[config.mk]
export PLATFORM = sky130hd
export DESIGN_NAME = cdb_arbiter_flat
export DESIGN_NICKNAME = d
export VERILOG_FILES = /design/src/rtl/cdb_arbiter_if.sv /design/src/rtl/cdb_arbiter.sv /design/src/flat_wrapper.sv
export SDC_FILE = /design/constraint.sdc
export NUM_CORES = 1
export LEC_CHECK = 0
export ABC_AREA = 1
export CAP_MARGIN = 0
export CORE_ASPECT_RATIO = 1.25
export CORE_MARGIN = 8
export CORE_UTILIZATION = 40
export DETAILED_ROUTE_END_ITERATION = 10
export SYNTH_ARGS = -nofsm -noshare
export SYNTH_HDL_FRONTEND = slang
export SYNTH_SLANG_ARGS = --single-unit
[constraint.sdc]
create_clock -name clk -period 5.05 [get_ports clk]
set_clock_uncertainty 0.1 [all_clocks]
set_input_delay 1.01 -clock clk [delete_from_list [all_inputs] [get_ports clk]]
set_output_delay 1.01 -clock clk [all_outputs]
set_load 0.03 [all_outputs]
[src/rtl/cdb_arbiter_if.sv]
// Bundle of FU result inputs, flush and CDB broadcast outputs for cdb_arbiter.
// The master drives FU results and flush; the slave (the arbiter) drives ready and the CDB.
interface cdb_arbiter_if #(
  parameter int DATA_WIDTH = 32,
  parameter int TAG_WIDTH  = 6
);
  logic                      flush;
  logic [2:0]                fu_valid;
  logic [2:0]                fu_ready;
  logic [3*DATA_WIDTH-1:0]   fu_data;
  logic [3*TAG_WIDTH-1:0]    fu_tag;
  logic [1:0]                cdb_valid;
  logic [2*DATA_WIDTH-1:0]   cdb_data;
  logic [2*TAG_WIDTH-1:0]    cdb_tag;

  modport master (
    output flush, fu_valid, fu_data, fu_tag,
    input  fu_ready, cdb_valid, cdb_data, cdb_tag
  );

  modport slave (
    input  flush, fu_valid, fu_data, fu_tag,
    output fu_ready, cdb_valid, cdb_data, cdb_tag
  );
endinterface

[src/rtl/cdb_arbiter.sv]
// Three-FU to two-lane common data bus arbiter with a 2-entry FIFO per FU
// and round-robin lane assignment starting at rr_q.
module cdb_arbiter #(
  parameter int DATA_WIDTH = 32,
  parameter int TAG_WIDTH  = 6
) (
  input logic          clk,
  input logic          rst_n,
  cdb_arbiter_if.slave bus
);

  localparam int unsigned NFU   = 3;
  localparam int unsigned DEPTH = 2;

  logic [DATA_WIDTH-1:0] data_q [NFU][DEPTH];
  logic [TAG_WIDTH-1:0]  tag_q  [NFU][DEPTH];

  logic [1:0]     cnt_q [NFU];
  logic [1:0]     cnt_d [NFU];
  logic [NFU-1:0] wr_ptr_q, wr_ptr_d;
  logic [NFU-1:0] rd_ptr_q, rd_ptr_d;
  logic [1:0]     rr_q, rr_d;

  logic [NFU-1:0] ready;
  logic [NFU-1:0] push;
  logic [NFU-1:0] gnt;
  logic [1:0]     sel0, sel1;
  logic           v0, v1;
  logic [1:0]     last;
  logic [1:0]     nfound;
  logic [2:0]     sum;
  logic [1:0]     idx;

  // Ready comes from registered occupancy only, so a full FIFO cannot refill on its pop cycle.
  always_comb begin
    ready = '0;
    push  = '0;
    for (int unsigned i = 0; i < NFU; i++) begin
      ready[i] = (cnt_q[i] < 2'd2);
      push[i]  = bus.fu_valid[i] & ready[i] & ~bus.flush;
    end
  end

  always_comb begin
    gnt    = '0;
    sel0   = '0;
    sel1   = '0;
    v0     = 1'b0;
    v1     = 1'b0;
    last   = '0;
    nfound = '0;
    sum    = '0;
    idx    = '0;
    for (int unsigned j = 0; j < NFU; j++) begin
      sum = {1'b0, rr_q} + 3'(j);
      idx = (sum >= 3'd3) ? 2'(sum - 3'd3) : sum[1:0];
      if ((cnt_q[idx] != 2'd0) && (nfound != 2'd2)) begin
        gnt[idx] = 1'b1;
        last     = idx;
        if (nfound == 2'd0) begin
          sel0 = idx;
          v0   = 1'b1;
        end else begin
          sel1 = idx;
          v1   = 1'b1;
        end
        nfound = nfound + 2'd1;
      end
    end
  end

  always_comb begin
    rr_d     = rr_q;
    wr_ptr_d = wr_ptr_q;
    rd_ptr_d = rd_ptr_q;
    for (int unsigned i = 0; i < NFU; i++) begin
      cnt_d[i] = cnt_q[i];
    end
    if (bus.flush) begin
      rr_d     = '0;
      wr_ptr_d = '0;
      rd_ptr_d = '0;
      for (int unsigned i = 0; i < NFU; i++) begin
        cnt_d[i] = '0;
      end
    end else begin
      if (v0) begin
        rr_d = (last == 2'd2) ? 2'd0 : last + 2'd1;
      end
      wr_ptr_d = wr_ptr_q ^ push;
      rd_ptr_d = rd_ptr_q ^ gnt;
      for (int unsigned i = 0; i < NFU; i++) begin
        case ({push[i], gnt[i]})
          2'b10:   cnt_d[i] = cnt_q[i] + 2'd1;
          2'b01:   cnt_d[i] = cnt_q[i] - 2'd1;
          default: cnt_d[i] = cnt_q[i];
        endcase
      end
    end
  end

  always_ff @(posedge clk or negedge rst_n) begin
    if (!rst_n) begin
      rr_q     <= '0;
      wr_ptr_q <= '0;
      rd_ptr_q <= '0;
      for (int unsigned i = 0; i < NFU; i++) begin
        cnt_q[i] <= '0;
      end
    end else begin
      rr_q     <= rr_d;
      wr_ptr_q <= wr_ptr_d;
      rd_ptr_q <= rd_ptr_d;
      for (int unsigned i = 0; i < NFU; i++) begin
        cnt_q[i] <= cnt_d[i];
      end
    end
  end

  // Payload storage carries no reset; occupancy alone decides what is visible.
  always_ff @(posedge clk) begin
    for (int unsigned i = 0; i < NFU; i++) begin
      if (push[i]) begin
        data_q[i][wr_ptr_q[i]] <= bus.fu_data[i*DATA_WIDTH +: DATA_WIDTH];
        tag_q[i][wr_ptr_q[i]]  <= bus.fu_tag[i*TAG_WIDTH +: TAG_WIDTH];
      end
    end
  end

  always_comb begin
    bus.fu_ready  = ready;
    bus.cdb_valid = {v1, v0};
    bus.cdb_data  = '0;
    bus.cdb_tag   = '0;
    if (v0) begin
      bus.cdb_data[0 +: DATA_WIDTH] = data_q[sel0][rd_ptr_q[sel0]];
      bus.cdb_tag[0 +: TAG_WIDTH]   = tag_q[sel0][rd_ptr_q[sel0]];
    end
    if (v1) begin
      bus.cdb_data[DATA_WIDTH +: DATA_WIDTH] = data_q[sel1][rd_ptr_q[sel1]];
      bus.cdb_tag[TAG_WIDTH +: TAG_WIDTH]    = tag_q[sel1][rd_ptr_q[sel1]];
    end
  end

endmodule
[src/flat_wrapper.sv]
// flat-port wrapper written by rule: the top's interface ports become plain ports
module cdb_arbiter_flat 
#(
  parameter int DATA_WIDTH = 32,
  parameter int TAG_WIDTH  = 6
)
  (clk, rst_n, bus_flush, bus_fu_valid, bus_fu_data, bus_fu_tag, bus_fu_ready, bus_cdb_valid, bus_cdb_data, bus_cdb_tag);
  cdb_arbiter_if #(.DATA_WIDTH(DATA_WIDTH), .TAG_WIDTH(TAG_WIDTH)) bus_i ();
  input logic clk;
  input logic rst_n;
  input wire logic [$bits(bus_i.flush)-1:0] bus_flush;
  input wire logic [$bits(bus_i.fu_valid)-1:0] bus_fu_valid;
  input wire logic [$bits(bus_i.fu_data)-1:0] bus_fu_data;
  input wire logic [$bits(bus_i.fu_tag)-1:0] bus_fu_tag;
  output wire logic [$bits(bus_i.fu_ready)-1:0] bus_fu_ready;
  output wire logic [$bits(bus_i.cdb_valid)-1:0] bus_cdb_valid;
  output wire logic [$bits(bus_i.cdb_data)-1:0] bus_cdb_data;
  output wire logic [$bits(bus_i.cdb_tag)-1:0] bus_cdb_tag;
  assign bus_i.flush = bus_flush;
  assign bus_i.fu_valid = bus_fu_valid;
  assign bus_i.fu_data = bus_fu_data;
  assign bus_i.fu_tag = bus_fu_tag;
  assign bus_fu_ready = bus_i.fu_ready;
  assign bus_cdb_valid = bus_i.cdb_valid;
  assign bus_cdb_data = bus_i.cdb_data;
  assign bus_cdb_tag = bus_i.cdb_tag;
  cdb_arbiter #(.DATA_WIDTH(DATA_WIDTH), .TAG_WIDTH(TAG_WIDTH)) u_core (.clk(clk), .rst_n(rst_n), .bus(bus_i));
endmodule
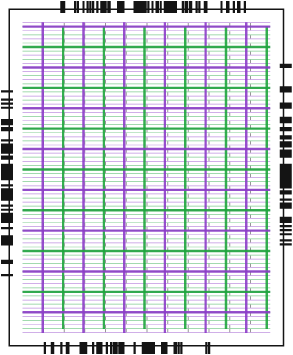
**Above:** floorplan with the power grid.
Scale: 1.5 px per um. Pins as bars on the die edge. Tap cells in grey.
green -> VDD
purple -> VSS
rows = 76
signal pins = 201
tap cells = 429
met1 rails = 77
met5 straps = 15
Placeable Area: 34140 sq um
Die H: 223.3 um
DIE WIDTH: 181.8 um

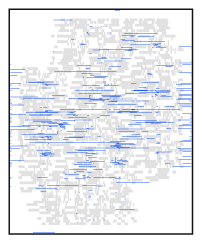
**Above:** M3 wires.
Scale: 1 px per um.
nets with wire on the layer = 237
longest straight run = 90.6 um
main direction = horizontal
wire length on this layer = 3600 um
grt met3 use: 0.03304
drt total wl: 47300 um
via count: 12691

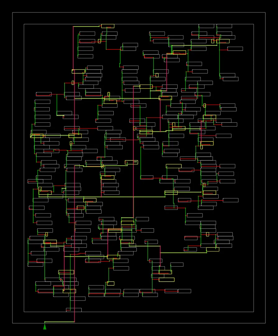
**Above:** the clock network.
# clock sinks: 242
CTS buffer count: 26
CLK BUF: 35

==> GITHUB_STEP_SUMMARY <==
### Metrics collected by this job

| Metric | Value |
|---|---|
| Syn nets | 1891 |
| Global-route wire length before repair | 71960 um |
| Setup_tns | 0 ns |
| Synth mux share | 0 |
| Cells after Synth | 1761 |
| Final hold viol count | 0 |
| XOR Share, Synth | 0 |
| Synth logic family | simple AND/OR/NAND/NOR gates |
| Hold crit path type | reg -> reg |
| Logic Gate Count | 1218 |
| Post-synth seq share | 0.5235 |
| CTS Buffer Depth | 3 |
| Io pins | 201 |
| # hold bufs at CTS | 0 |
| Area added between synthesis and finish | 25.16% |
| Cell Area, Synth | 13750 sq um |
| Diode count | 2 |
| Tool Warnings | 32 |
| Hold_ws | 0.4592 ns |
| Dominant logic cell type in the layout | nand2_1 |
| Fin crit share | 0.9692 |
| Hold path cells | 1 |
| Cell mode on critical path | buf_4 |
| R2r worst-path depth | 13 |
| Outcome | finished, final reports clean |
| I/O Buffers | 200 |
| DR WL met3 | 3602 um |
| Drt via density | 5.364 |
| Worst path slowest cell | o21ai_4 |
| Yosys stat cell total | 1761 |
| RSZ-0062 raised after global routing | false |
| R2R Path Start | u_core.rr_q[0]$_DFFE_PN0P_ |
| Adder-Cell Fraction of Synth Area | 0.009101 |
| Yosys cell types | 27 |
| Aoi share | 0.01183 |
| Seq cells | 242 |
| Hpwl dp | 30670 um |
| Residual DRC | 0 |
| CP bufs+invs | 5 |
| Fillcell total | 3208 |
| DP Cell Count | 2316 |
| Number of global-route vias before repair | 12606 |
| Initial antenna violation count | 3 |
| R2R Path End | u_core.cnt_q[5]$_DFFE_PN0P_ |
| GP Congestion | 0.9027 |
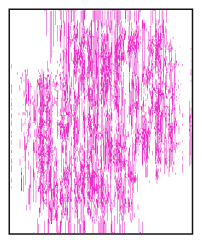
**Above:** signal wires on met2.
Scale: 1 px per um.
share of all routed wire = 49%
nets with wire on the layer = 1521
wire length on this layer = 23.2 mm
longest straight run = 82.6 um
main direction = vertical
met2 Track Usage GR: 0.3902

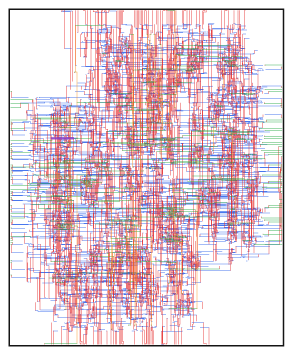
**Above:** wiring by layer.
Scale: 1.5 px per um.
red -> M2  # wire length 23.2 mm
purple -> M5  # wire length 13.8 um
green -> M3  # wire length 3600 um
orange -> M4  # wire length 1870 um
blue -> M1  # wire length 18600 um
GRT Overall Usage: 0.2274
wire per inst: 19.99 um

Yosys cell counts:
cell	number
a21oi_1	7
a21oi_4	1
a31oi_1	1
buf_1	2
buf_2	40
buf_4	14
buf_6	8
clkbuf_1	48
dfrtp_1	14
edfxtp_1	228
ha_1	10
inv_1	161
inv_2	28
nand2_1	695
nand2_2	11
nand2_4	1
nand3_1	376
nand3b_1	1
nand4_1	2
nor2_1	88
nor2_2	3
nor2_4	1
nor2_8	1
o211ai_1	1
o21ai_0	15
o21ai_1	2
o22ai_1	2
logic make-up after synthesis:
kind of cell	Yosys count
AND-OR/OR-AND	29
adder cells (fa/ha/maj)	10
buffers and inverters	301
flip-flops	242
AND/OR/NAND/NOR	1179
flip-flops by register name (all words and copies together) (netlist names):
signal and count:
u_core.data_q 192, u_core.tag_q 36, u_core.cnt_q 6, u_core.rd_ptr_q 3
u_core.wr_ptr_q 3, u_core.rr_q 2
worst min path at each step:
stage                                         endpoint
after detailed placement  u_core.rd_ptr_q[1]$_DFF_PN0_
after floorplan           u_core.rd_ptr_q[1]$_DFF_PN0_
after global routing      u_core.rd_ptr_q[1]$_DFF_PN0_
after CTS                 u_core.rd_ptr_q[1]$_DFF_PN0_
after global placement    u_core.rd_ptr_q[1]$_DFF_PN0_
final                     u_core.rd_ptr_q[1]$_DFF_PN0_
per-stage QoR:
step	instance area, sq um	setup slack, ns
floorplan	13750	1.366
global placement	16180	0.4476
detailed placement	16180	0.3389
CTS	17060	0.02539
global route	17210	0.006501
finish	17210	0.1554
repair_timing:
action / in CTS / in global routing
setup buffers: 0 / 1
resized: 9 / 46
endpoints found under the setup margin: 61 / 71
